$ cat src/rtl/atm_keypad_scanner.sv
// 4x4 keypad scanner: rotates column drive, debounces one key at a time and
// emits single-cycle digit / transaction-type / cancel strobes.
module atm_keypad_scanner #(
  parameter int SCAN_DIV   = 4,
  parameter int DEB_CYCLES = 8
) (
  input  logic       Clk,
  input  logic       Reset,
  input  logic [3:0] KP_ROW,
  output logic [3:0] KP_COL,
  output logic [3:0] DIGITO,
  output logic       DIGITO_STB,
  output logic       TIPO_TRANS,
  output logic       TIPO_STB,
  output logic       CANCEL_STB,
  output logic       KEY_BUSY
);

  // state       | meaning
  // ST_SCAN     | rotate column drive, sample rows at end of each slot
  // ST_DEBOUNCE | key latched, counting stable cycles before strobing
  // ST_HELD     | strobe issued, waiting for all rows high
  // ST_RELEASE  | counting stable all-high cycles before resuming scan
  typedef enum logic [1:0] {ST_SCAN, ST_DEBOUNCE, ST_HELD, ST_RELEASE} state_e;

  localparam int DIV_W = (SCAN_DIV > 1) ? $clog2(SCAN_DIV) : 1;
  localparam int DEB_W = $clog2(DEB_CYCLES + 1);
  localparam logic [DIV_W-1:0] DIV_LAST = DIV_W'(SCAN_DIV - 1);
  localparam logic [DEB_W-1:0] DEB_LAST = DEB_W'(DEB_CYCLES - 1);

  state_e           state_q, state_d;
  logic [3:0]       row_s1_q, row_s2_q;
  logic [1:0]       col_q, col_d;
  logic [DIV_W-1:0] div_q, div_d;
  logic [DEB_W-1:0] deb_q, deb_d;
  logic [3:0]       pat_q, pat_d;
  logic [1:0]       key_row_q, key_row_d;
  logic [3:0]       digito_q, digito_d;
  logic             tipo_q, tipo_d;
  logic             digit_stb_q, digit_stb_d;
  logic             tipo_stb_q, tipo_stb_d;
  logic             cancel_stb_q, cancel_stb_d;

  logic [3:0] rows_low;
  logic       one_low;
  logic [1:0] row_idx;
  logic       fire;

  assign rows_low = ~row_s2_q;
  assign one_low  = (rows_low != 4'd0) && ((rows_low & (rows_low - 4'd1)) == 4'd0);

  always_comb begin
    row_idx = 2'd0;
    for (int i = 0; i < 4; i++) begin
      if (rows_low[i]) row_idx = 2'(i);
    end
  end

  always_comb begin
    state_d      = state_q;
    col_d        = col_q;
    div_d        = div_q;
    deb_d        = deb_q;
    pat_d        = pat_q;
    key_row_d    = key_row_q;
    fire         = 1'b0;
    case (state_q)
      ST_SCAN: begin
        if (div_q == DIV_LAST) begin
          div_d = '0;
          if (one_low) begin
            pat_d     = row_s2_q;
            key_row_d = row_idx;
            deb_d     = '0;
            state_d   = ST_DEBOUNCE;
          end else begin
            col_d = col_q + 2'd1;
          end
        end else begin
          div_d = div_q + 1'b1;
        end
      end
      ST_DEBOUNCE: begin
        if (row_s2_q != pat_q) begin
          state_d = ST_SCAN;
          col_d   = col_q + 2'd1;
          div_d   = '0;
          deb_d   = '0;
        end else if (deb_q == DEB_LAST) begin
          state_d = ST_HELD;
          deb_d   = '0;
          fire    = 1'b1;
        end else begin
          deb_d = deb_q + 1'b1;
        end
      end
      ST_HELD: begin
        if (row_s2_q == 4'hF) begin
          state_d = ST_RELEASE;
          deb_d   = '0;
        end
      end
      ST_RELEASE: begin
        if (row_s2_q != 4'hF) begin
          state_d = ST_HELD;
          deb_d   = '0;
        end else if (deb_q == DEB_LAST) begin
          state_d = ST_SCAN;
          col_d   = col_q + 2'd1;
          div_d   = '0;
          deb_d   = '0;
        end else begin
          deb_d = deb_q + 1'b1;
        end
      end
      default: state_d = ST_SCAN;
    endcase
  end

  // Key decode at debounce completion; C, D and '#' fall through silently.
  always_comb begin
    digito_d     = digito_q;
    tipo_d       = tipo_q;
    digit_stb_d  = 1'b0;
    tipo_stb_d   = 1'b0;
    cancel_stb_d = 1'b0;
    if (fire) begin
      if (key_row_q != 2'd3 && col_q != 2'd3) begin
        digit_stb_d = 1'b1;
        digito_d    = {2'b00, key_row_q} * 4'd3 + {2'b00, col_q} + 4'd1;
      end else if (key_row_q == 2'd3 && col_q == 2'd1) begin
        digit_stb_d = 1'b1;
        digito_d    = 4'd0;
      end else if (key_row_q == 2'd3 && col_q == 2'd0) begin
        cancel_stb_d = 1'b1;
      end else if (col_q == 2'd3 && key_row_q[1] == 1'b0) begin
        tipo_stb_d = 1'b1;
        tipo_d     = key_row_q[0];
      end
    end
  end

  always_ff @(posedge Clk or posedge Reset) begin
    if (Reset) begin
      row_s1_q     <= 4'hF;
      row_s2_q     <= 4'hF;
      state_q      <= ST_SCAN;
      col_q        <= 2'd0;
      div_q        <= '0;
      deb_q        <= '0;
      pat_q        <= 4'hF;
      key_row_q    <= 2'd0;
      digito_q     <= 4'd0;
      tipo_q       <= 1'b0;
      digit_stb_q  <= 1'b0;
      tipo_stb_q   <= 1'b0;
      cancel_stb_q <= 1'b0;
    end else begin
      row_s1_q     <= KP_ROW;
      row_s2_q     <= row_s1_q;
      state_q      <= state_d;
      col_q        <= col_d;
      div_q        <= div_d;
      deb_q        <= deb_d;
      pat_q        <= pat_d;
      key_row_q    <= key_row_d;
      digito_q     <= digito_d;
      tipo_q       <= tipo_d;
      digit_stb_q  <= digit_stb_d;
      tipo_stb_q   <= tipo_stb_d;
      cancel_stb_q <= cancel_stb_d;
    end
  end

  assign KP_COL     = ~(4'b0001 << col_q);
  assign KEY_BUSY   = (state_q != ST_SCAN);
  assign DIGITO     = digito_q;
  assign DIGITO_STB = digit_stb_q;
  assign TIPO_TRANS = tipo_q;
  assign TIPO_STB   = tipo_stb_q;
  assign CANCEL_STB = cancel_stb_q;

endmodule

$ cat config.mk
export PLATFORM = sky130hd
export DESIGN_NAME = atm_keypad_scanner
export DESIGN_NICKNAME = d
export VERILOG_FILES = /design/src/rtl/atm_keypad_scanner.sv
export SDC_FILE = /design/constraint.sdc
export NUM_CORES = 1
export LEC_CHECK = 0
export ABC_AREA = 1
export CAP_MARGIN = 30
export CORE_UTILIZATION = 50
export CTS_BUF_LIST = sky130_fd_sc_hd__clkbuf_16
export DETAILED_ROUTE_END_ITERATION = 12
export PLACE_DENSITY = 0.74
export SKIP_LAST_GASP = 1
export SYNTH_ARGS = -nofsm -noshare
export SYNTH_HDL_FRONTEND = slang
export SYNTH_SLANG_ARGS = --single-unit
$ cat constraint.sdc
create_clock -name Clk -period 1.6 [get_ports Clk]
set_input_delay 0.16 -clock Clk [delete_from_list [all_inputs] [get_ports Clk]]
set_output_delay 0.16 -clock Clk [all_outputs]
set_load 0.01 [all_outputs]
==> job_summary.md <==
## Synthesis and layout report

| Metric | Value |
|---|---|
| Status | `finished with violations` |
| Failing checks | `setup timing` |
| Data buffer area share | `about 14%` |
| Main flop type | `dfrtp_1` |
| Synth area leader | `dfrtp_1` |
| Dominant kind of combinational cell | `simple AND/OR/NAND/NOR gates` |
| Net Count, Synth | `223` |
| Nets@finish | `around 270` |
| Mean Syn Cell Area | `around 8.6 um2` |
| Vias in the first global route | `1205` |
| Invs w/o clock | `36` |
| Psw | `~1.4 mW` |
| Most common cell after layout, fill and taps aside | `nand2_1` |
| Top power group | `combinational cells` |
| Sequential power share | `between 20% and 30%` |
| Post-place setup slack | `-0.1914 ns` |
| Clock skew | `between 0.004 and 0.005 ns` |
| Ys cells | `just over 200` |
| Final WS setup | `-0.2027 ns` |
| Met3 wire len | `between 100 and 150 um` |
| Slew HR | `78.97%` |
| Comb gates | `~140` |
| Leak Pwr | `1.213 nW` |
| Non-clock buffers | `37` |
| Drt via density | `4.848` |
| Init Core Util | `a little over half` |
| IO buf count | `18` |
| Post-synth EDFFs | `0` |
| Flop share of the area | `34.68%` |
| Wire per inst | `approximately 12 um` |
| Via Count | `~1400` |
| Worst-Margin Slew | `about 0.31 ns` |
| CTS tree | `built` |
| Postcts setup bufs | `1` |
| GR Layer Usage met1 | `between 20% and 30%` |
| RePlAce Congestion | `~0.85` |
| Setup Crit Path Kind | `reg2reg` |
| First-pass GRT wire length | `5271 um` |
| CTS clock-pin slew for the worst setup and hold paths | `approximately 0.050 ns` |
| Final WL | `3447 um` |
| Initial antenna violation count | `0` |
| CTS max path bufs | `2` |
| Final Setup Violations | `4` |
| Die area | `between 3000 and 4000 um2` |
| Busiest metal layer after global routing | `met2` |
| Max Freq | `roughly 0.55 GHz` |
| Hold Crit Class | `in2async` |
| Final Hold Violating Endpoints | `0` |
| Instance area after placement | `~2100 um2` |
| Post-synth cell types | `24` |
| Top cell area share | `approximately 29%` |
| Sw frac | `37.15%` |
| Xor+xnor area frac | `under 10%` |
| Seq group | `around 1.1 mW` |
**Placed cells, one color a class**

Fill, decap, tap and diode cells in gray.
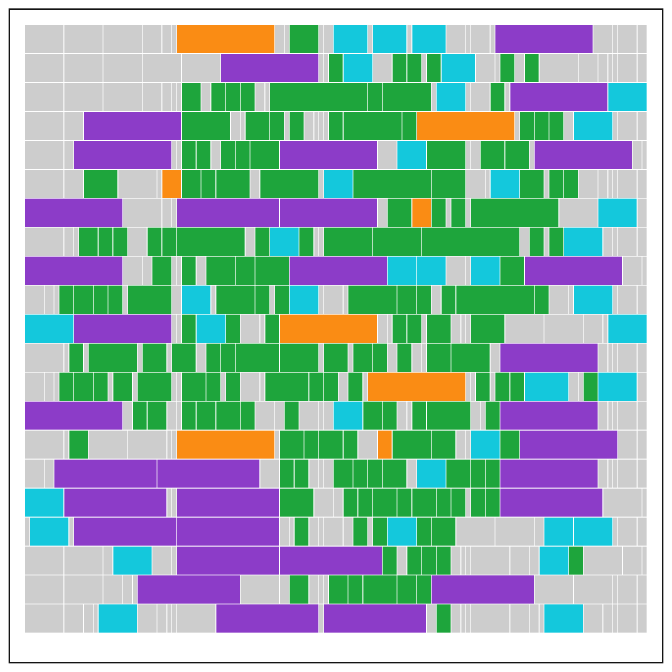
class	color	cells	share of their area
registers	purple	32	36%
remaining buffers and delay cells	cyan	37	14%
remaining logic cells	green	173	44%
clock drivers and dummy loads	orange	8	6.0%

**Signal metal coverage by tile**

The bar under the picture is 20 um long. 12 x 12 tiles, from dark blue (low) to red (high), scaled to the fullest tile. Values are wire area over tile area, all layers added.
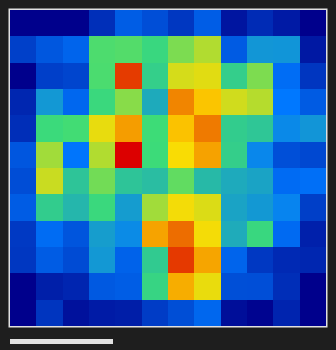
tiles over half the peak	26%
fullest tile	0.41
densest ninth of the die	center
mean over tiles	0.14

**Signal wires on met1**

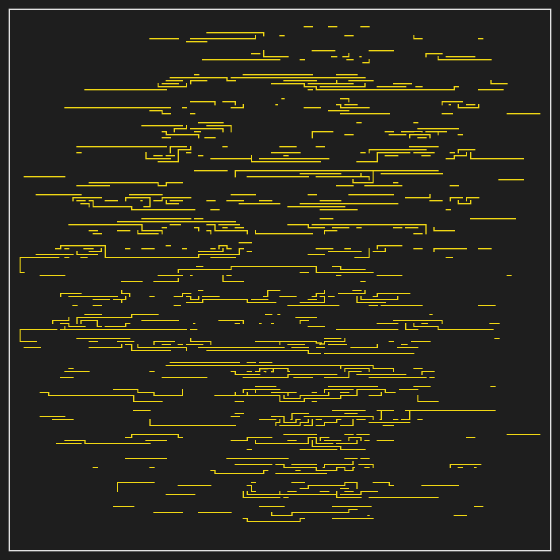
main direction	horizontal
nets with wire on the layer	236
longest straight run	23.5 um
wire length on this layer	1500 um

**Signal wires on met3**

The bar under the picture is 20 um long.
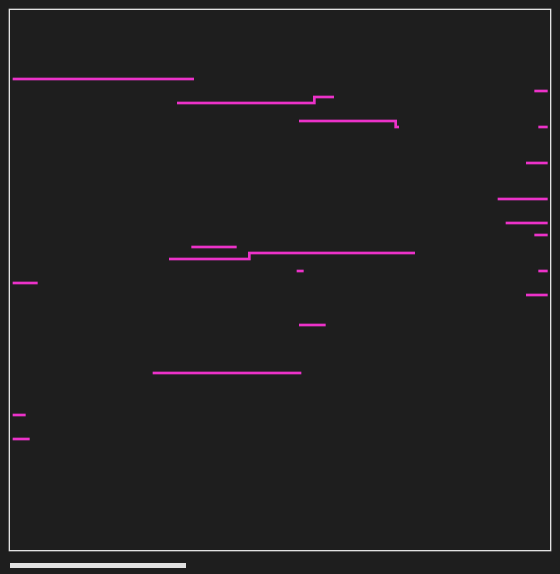
share of all routed wire	3.7%
wire length on this layer	126 um
main direction	horizontal

**Clock nets**

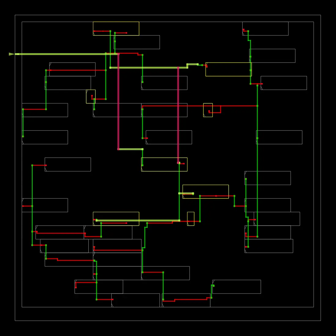
P_clk: 0.896 mW
# clk buffers: 5
Latency at later pin: 0.28 ns

Power is estimated from default activity; no workload was simulated.
